File: config.mk
export PLATFORM = sky130hd
export DESIGN_NAME = sync_fifo_param
export DESIGN_NICKNAME = d
export VERILOG_FILES = /design/src/rtl/fifo_pkg.sv /design/src/rtl/fifo_mem.sv /design/src/rtl/sync_fifo_param.sv
export SDC_FILE = /design/constraint.sdc
export NUM_CORES = 1
export LEC_CHECK = 0
export CAP_MARGIN = 10
export CELL_PAD_IN_SITES_DETAIL_PLACEMENT = 0
export CELL_PAD_IN_SITES_GLOBAL_PLACEMENT = 1
export CORE_MARGIN = 2
export CORE_UTILIZATION = 47
export CTS_BUF_LIST = sky130_fd_sc_hd__clkbuf_4
export DETAILED_ROUTE_END_ITERATION = 16
export PLACE_DENSITY_LB_ADDON = 0.1
export SETUP_SLACK_MARGIN = 0.4
export SLEW_MARGIN = 20
export SYNTH_ARGS = -nofsm -noshare
export SYNTH_HDL_FRONTEND = slang
export SYNTH_SLANG_ARGS = --single-unit
File: constraint.sdc
create_clock -name clk -period 3.1 [get_ports clk]
set_input_delay 0.62 -clock clk [delete_from_list [all_inputs] [get_ports clk]]
set_output_delay 0.62 -clock clk [all_outputs]
set_load 0.01 [all_outputs]
File: src/rtl/fifo_pkg.sv
// rtl/fifo_pkg.sv - shared types, defaults and sizing helper for the parametrised FIFO
package fifo_pkg;

    typedef enum logic {
        STD  = 1'b0,
        FWFT = 1'b1
    } fifo_mode_e;

    localparam int DEF_DATA_WIDTH = 16;
    localparam int DEF_DEPTH      = 8;

    // Occupancy counter must represent 0..depth inclusive.
    function automatic int cnt_w(input int depth);
        return $clog2(depth + 1);
    endfunction

endpackage

File: src/rtl/fifo_mem.sv
// rtl/fifo_mem.sv - DEPTH x DATA_WIDTH storage, one synchronous write port, one asynchronous read port
module fifo_mem #(
    parameter int DATA_WIDTH = 16,
    parameter int DEPTH      = 8,
    localparam int ADDR_W    = $clog2(DEPTH)
) (
    input  logic                  clk,
    input  logic                  we,
    input  logic [ADDR_W-1:0]     waddr,
    input  logic [DATA_WIDTH-1:0] wdata,
    input  logic [ADDR_W-1:0]     raddr,
    output logic [DATA_WIDTH-1:0] rdata
);
    import fifo_pkg::*;

    logic [DATA_WIDTH-1:0] mem [DEPTH];

    always_ff @(posedge clk) begin
        if (we) begin
            mem[waddr] <= wdata;
        end
    end

    assign rdata = mem[raddr];

endmodule

File: src/rtl/sync_fifo_param.sv
// rtl/sync_fifo_param.sv - single-clock FIFO with selectable FWFT output, flush, margins and occupancy count
module sync_fifo_param #(
    parameter int DATA_WIDTH = fifo_pkg::DEF_DATA_WIDTH,
    parameter int DEPTH      = fifo_pkg::DEF_DEPTH,
    parameter int AF_MARGIN  = 1,
    parameter int AE_MARGIN  = 1,
    parameter int FWFT       = 0,
    localparam int CNT_W     = fifo_pkg::cnt_w(DEPTH)
) (
    input  logic                  clk,
    input  logic                  rst,
    input  logic                  flush,
    input  logic                  wr_en,
    input  logic [DATA_WIDTH-1:0] data_in,
    input  logic                  rd_en,
    output logic [DATA_WIDTH-1:0] data_out,
    output logic                  valid,
    output logic                  wr_ack,
    output logic                  overflow,
    output logic                  underflow,
    output logic                  full,
    output logic                  empty,
    output logic                  almostfull,
    output logic                  almostempty,
    output logic [CNT_W-1:0]      count
);
    import fifo_pkg::*;

    localparam int PTR_W = $clog2(DEPTH);
    localparam fifo_mode_e MODE = (FWFT != 0) ? fifo_pkg::FWFT : STD;

    if (DEPTH < 2) begin : g_chk_depth
        $error("sync_fifo_param: DEPTH must be >= 2");
    end
    if (AF_MARGIN >= DEPTH) begin : g_chk_af
        $error("sync_fifo_param: AF_MARGIN must be < DEPTH");
    end
    if (AE_MARGIN >= DEPTH) begin : g_chk_ae
        $error("sync_fifo_param: AE_MARGIN must be < DEPTH");
    end

    logic [PTR_W-1:0]      wr_ptr;
    logic [PTR_W-1:0]      rd_ptr;
    logic [CNT_W-1:0]      cnt_q;
    logic [DATA_WIDTH-1:0] data_out_q;
    logic                  valid_q;
    logic [DATA_WIDTH-1:0] rd_data;
    logic                  rd_acc;
    logic                  wr_acc;
    logic                  mem_we;

    // Pointers wrap explicitly so DEPTH need not be a power of two.
    function automatic logic [PTR_W-1:0] next_ptr(input logic [PTR_W-1:0] p);
        return (p == PTR_W'(DEPTH - 1)) ? '0 : p + 1'b1;
    endfunction

    assign full        = (cnt_q == CNT_W'(DEPTH));
    assign empty       = (cnt_q == '0);
    assign almostfull  = (cnt_q >= CNT_W'(DEPTH - AF_MARGIN)) && !full;
    assign almostempty = !empty && (cnt_q <= CNT_W'(AE_MARGIN));
    assign count       = cnt_q;

    // A read on a full FIFO frees the slot the same-cycle write needs.
    assign rd_acc = rd_en && !empty;
    assign wr_acc = wr_en && (!full || rd_acc);
    assign mem_we = wr_acc && !rst && !flush;

    fifo_mem #(
        .DATA_WIDTH (DATA_WIDTH),
        .DEPTH      (DEPTH)
    ) u_mem (
        .clk   (clk),
        .we    (mem_we),
        .waddr (wr_ptr),
        .wdata (data_in),
        .raddr (rd_ptr),
        .rdata (rd_data)
    );

    always_ff @(posedge clk) begin
        if (rst) begin
            wr_ptr     <= '0;
            rd_ptr     <= '0;
            cnt_q      <= '0;
            data_out_q <= '0;
            valid_q    <= 1'b0;
            wr_ack     <= 1'b0;
            overflow   <= 1'b0;
            underflow  <= 1'b0;
        end else if (flush) begin
            wr_ptr    <= '0;
            rd_ptr    <= '0;
            cnt_q     <= '0;
            valid_q   <= 1'b0;
            wr_ack    <= 1'b0;
            overflow  <= 1'b0;
            underflow <= 1'b0;
        end else begin
            wr_ack    <= wr_acc;
            overflow  <= wr_en && !wr_acc;
            underflow <= rd_en && empty;
            if (wr_acc) begin
                wr_ptr <= next_ptr(wr_ptr);
            end
            if (rd_acc) begin
                rd_ptr     <= next_ptr(rd_ptr);
                data_out_q <= rd_data;
            end
            valid_q <= rd_acc;
            case ({wr_acc, rd_acc})
                2'b10:   cnt_q <= cnt_q + CNT_W'(1);
                2'b01:   cnt_q <= cnt_q - CNT_W'(1);
                default: cnt_q <= cnt_q;
            endcase
        end
    end

    assign data_out = (MODE == fifo_pkg::FWFT) ? (empty ? '0 : rd_data) : data_out_q;
    assign valid    = (MODE == fifo_pkg::FWFT) ? !empty : valid_q;

endmodule
==> run summary <==
Outcome = finished, final reports clean
CTS H-tree depth = 4
Clock Power Share = 31.8%
Hold-fix buffers, CTS = 0
DRC errors left = 0
Setup WS pre-CTS = 0.5444 ns
Hold Path Class = reg -> reg
Ranking of synthesized cells by area = edfxtp_1 62%, dfxtp_1 9.7%, mux4_2 9.5%
Root Driver = clkbuf_4
First-pass GRT wire length = 17460 um
Die width = 118.8 um
CP startpoint = count[1]$_SDFFE_PP0P_
Yosys warning count = 0
Comb area = 1640 sq um
Total die size = 14110 sq um
Finish-stage setup viols = 0
Slew Limit Fails = 0
Core area = 12720 sq um
Filler cell count = 1046
Synthesized cell area = 6195 sq um
Syn Area/Cell = 18.83 sq um
Antenna cells = 0
CTS tree = yes
Area after DPL = 6925 sq um
Final setup TNS = 0 ns
Finished Layout Cells = 582
Pre-Place Util = 48.69%
Final min period = 2.404 ns
Post-route setup slack = 0.6958 ns
Later-pin clock latency in the skew report = 0.54 ns
Ys cells = 329
Tot GR Track Use = 16.99%
Top-count cell post-synth = edfxtp_1
Die height = 118.8 um
Drt first-iter violations = 181
CP Max Fanout = 8
Fin Hold WS = 0.4954 ns
Gate Count Post-Synth = 329
Initial antenna violation count = 0
Switching share of power = 21.14%
Pwr Density = 503.9 nW/um^2
Async SR Flop Fraction = 0%
Overall power = 3.643 mW
Area figure in the yosys stat output = 6195 sq um
Required time of the critical path = 2.48 ns
Crit. End Element = primary output
WS Path Type = reg -> out
Flop area = 4454 sq um
Post-detail-place hpwl = 6976 um
Main synth FF type = edfxtp_1
Cell variety after synth = 42
Final core utilization = 56.83%
Row cnt = 41
Switch Pwr = 769.9 uW
LEAKAGE = 2.380 nW
Dpl cells = 549
Post-route cell area = 7229 sq um
Peak supply drop = 0.0002342 V
Tool warnings = 29
Detailed Routing Iterations Pass 1 = 4
Comb pwr share = 4.7%
CTS sink count = 158
Clk pin slew, worst setup/hold paths = 0.12 ns
Final #Nets = 425
Final ANT Viol Nets = 0
Layout cell share with drive strength beyond 1 = 26.10%
RSZ-0062 raised after global routing = no
Post-synth EDFFs = 128
Vias per cell = 5.390
Most common library cells after synthesis = 128 x edfxtp_1, 30 x dfxtp_1, 26 x mux4_2
Relative slew slack = 31.48%
Vias in the first global route = 3114
Max cap viols = 0
Period utilisation layout = 77.55%
Syn nets = 357
Io pins = 49
DR WL/cell = 19.26 um
Yosys reg bits = 158
Hold_sp = data_out[8]$_SDFFE_PP0P_
Fin. Hold Viols = 0
CTS buffer count = 17
Internal power = 2.873 mW
Seq/Total Area, Yosys = 71.74%
Peak Freq = 415.9 MHz
RR Startpoint = count[2]$_SDFFE_PP0P_
Flop pwr share = 63.5%
Largest net degree at the start of global routing = 32
Gp weighted congestion = 0.7061
Clock Path Buffers = 2
I/O Buffers = 48
Area Overhead vs Synth = 16.70%
Worst Clk Skew = 0.01722 ns
Aggregate global routing overflow = 0
CP arrival = 1.78 ns
Worst Setup Start Kind = flop
Max-area cell share = 62.05%
Dominant cell type by area after synthesis = edfxtp_1
Tightest Pin Transition = 1.026 ns
## area by class of cell
cell class,count,share of cell area [%]
Timing Repair Buffer,67,8.775
Clock inverter,13,1.713
Sequential cell,158,61.61
Tap cell,172,2.977
Inverter,5,0.2596
Multi-Input combinational cell,148,22.69
Clock buffer,19,1.973
## placed cells by master (no fill, tap or decap), types with 2 or more instances in the layout
| master | instances |
|---|---|
| clkinvlp_4 | 2 |
| a22o_1 | 16 |
| nand3_1 | 2 |
| inv_1 | 4 |
| mux2i_1 | 4 |
| nand2_1 | 8 |
| mux4_2 | 26 |
| clkinv_1 | 3 |
| nor4_1 | 2 |
| dfxtp_2 | 2 |
| or3_1 | 3 |
| clkdlybuf4s50_1 | 44 |
| dfxtp_1 | 26 |
| bufinv_16 | 2 |
| o21ai_0 | 4 |
| dfxtp_4 | 2 |
| nand2b_1 | 5 |
| nor2b_1 | 2 |
| a31oi_1 | 2 |
| buf_4 | 18 |
| clkbuf_4 | 19 |
| mux4_1 | 6 |
| clkinv_2 | 4 |
| nor2_1 | 17 |
| mux2_2 | 16 |
| or3b_2 | 2 |
| nor3_2 | 2 |
| a21oi_1 | 6 |
| dlygate4sd2_1 | 3 |
| o2111ai_1 | 2 |
| ha_1 | 6 |
| edfxtp_1 | 128 |
## final timing paths
kind,endpoint,slack [ns],cells past startpoint
setup / recovery,empty,0.70,5
hold / removal,data_out[8]$_SDFFE_PP0P_,0.50,1
setup reg to reg,u_mem.mem[1][7]$_DFFE_PP_,0.95,5
hold reg to reg,data_out[8]$_SDFFE_PP0P_,0.50,1
## kinds of logic after synthesis
kind of cell	synth area share, %
fa+ha+maj	1.414
mux	15.55
flops	71.74
buf+inv	2.302
compound gates	4.666
xor+xnor	0.1414
simple gates	4.181
## critical path, stage by stage (launching register included)
cell and delay [ns]:
dfxtp_4 0.39, inv_2 0.09, ha_4 0.19, nand2b_2 0.15
nor2_1 0.14, dlygate4sd2_1 0.29
## flip-flops by register name, summed over array words and instances (netlist names)
name       count
overflow       1
rd_ptr         3
u_mem.mem    128
underflow      1
valid          1
wr_ack         1
wr_ptr         3
data_out      16
count          4
## power by group through the flow
stage / registers [mW] / logic, mW / clock network (mW)
final: 2.31 / 0.170 / 1.16
after global routing: 2.32 / 0.186 / 1.29
after CTS: 2.31 / 0.170 / 1.20
after detailed placement: 2.36 / 0.166 / 0
after global placement: 2.36 / 0.164 / 0
after floorplan: 2.36 / 0.0840 / 0
## per-layer routing
metal,up-vias,global-route usage [%],wire [um]
met4,0,5.804,140
met3,14,5.357,651
met1,1582,23.58,5214
met5,-,0,0
li1,1469,-,-
met2,72,25.50,5205
## repair_timing
item                       4_1_cts  5_1_grt
setup endpoints to repair        4        1
pin swaps                        1        0
gates resized                   12        3
setup buffers                    0        1
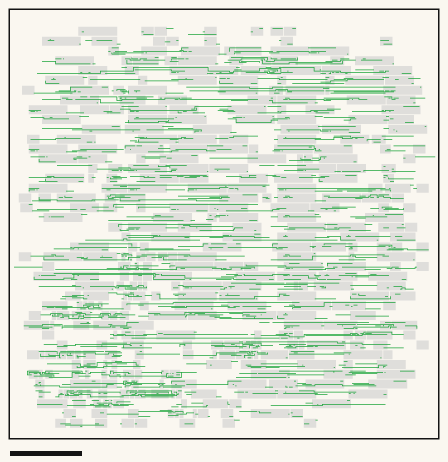
(images/m1.png)
Bar = 20 um. Cells faint in the background.
main direction: horizontal
wire length on this layer: 5210 um
share of all routed wire: 47%
longest straight run: 43.2 um
nets with wire on the layer: 389
DRT Wirelength: 11210 um
Via Count: 3137

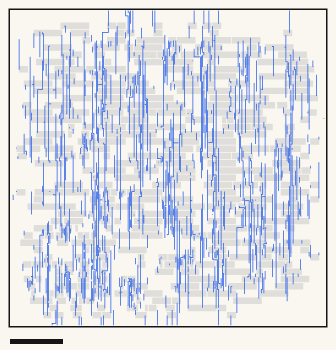
(images/m2.png)
Bar = 20 um. Cells faint in the background.
nets with wire on the layer: 361
longest straight run: 53.0 um
wire length on this layer: 5210 um

Power figures rest on the tool's default switching activity, not on a simulated workload.
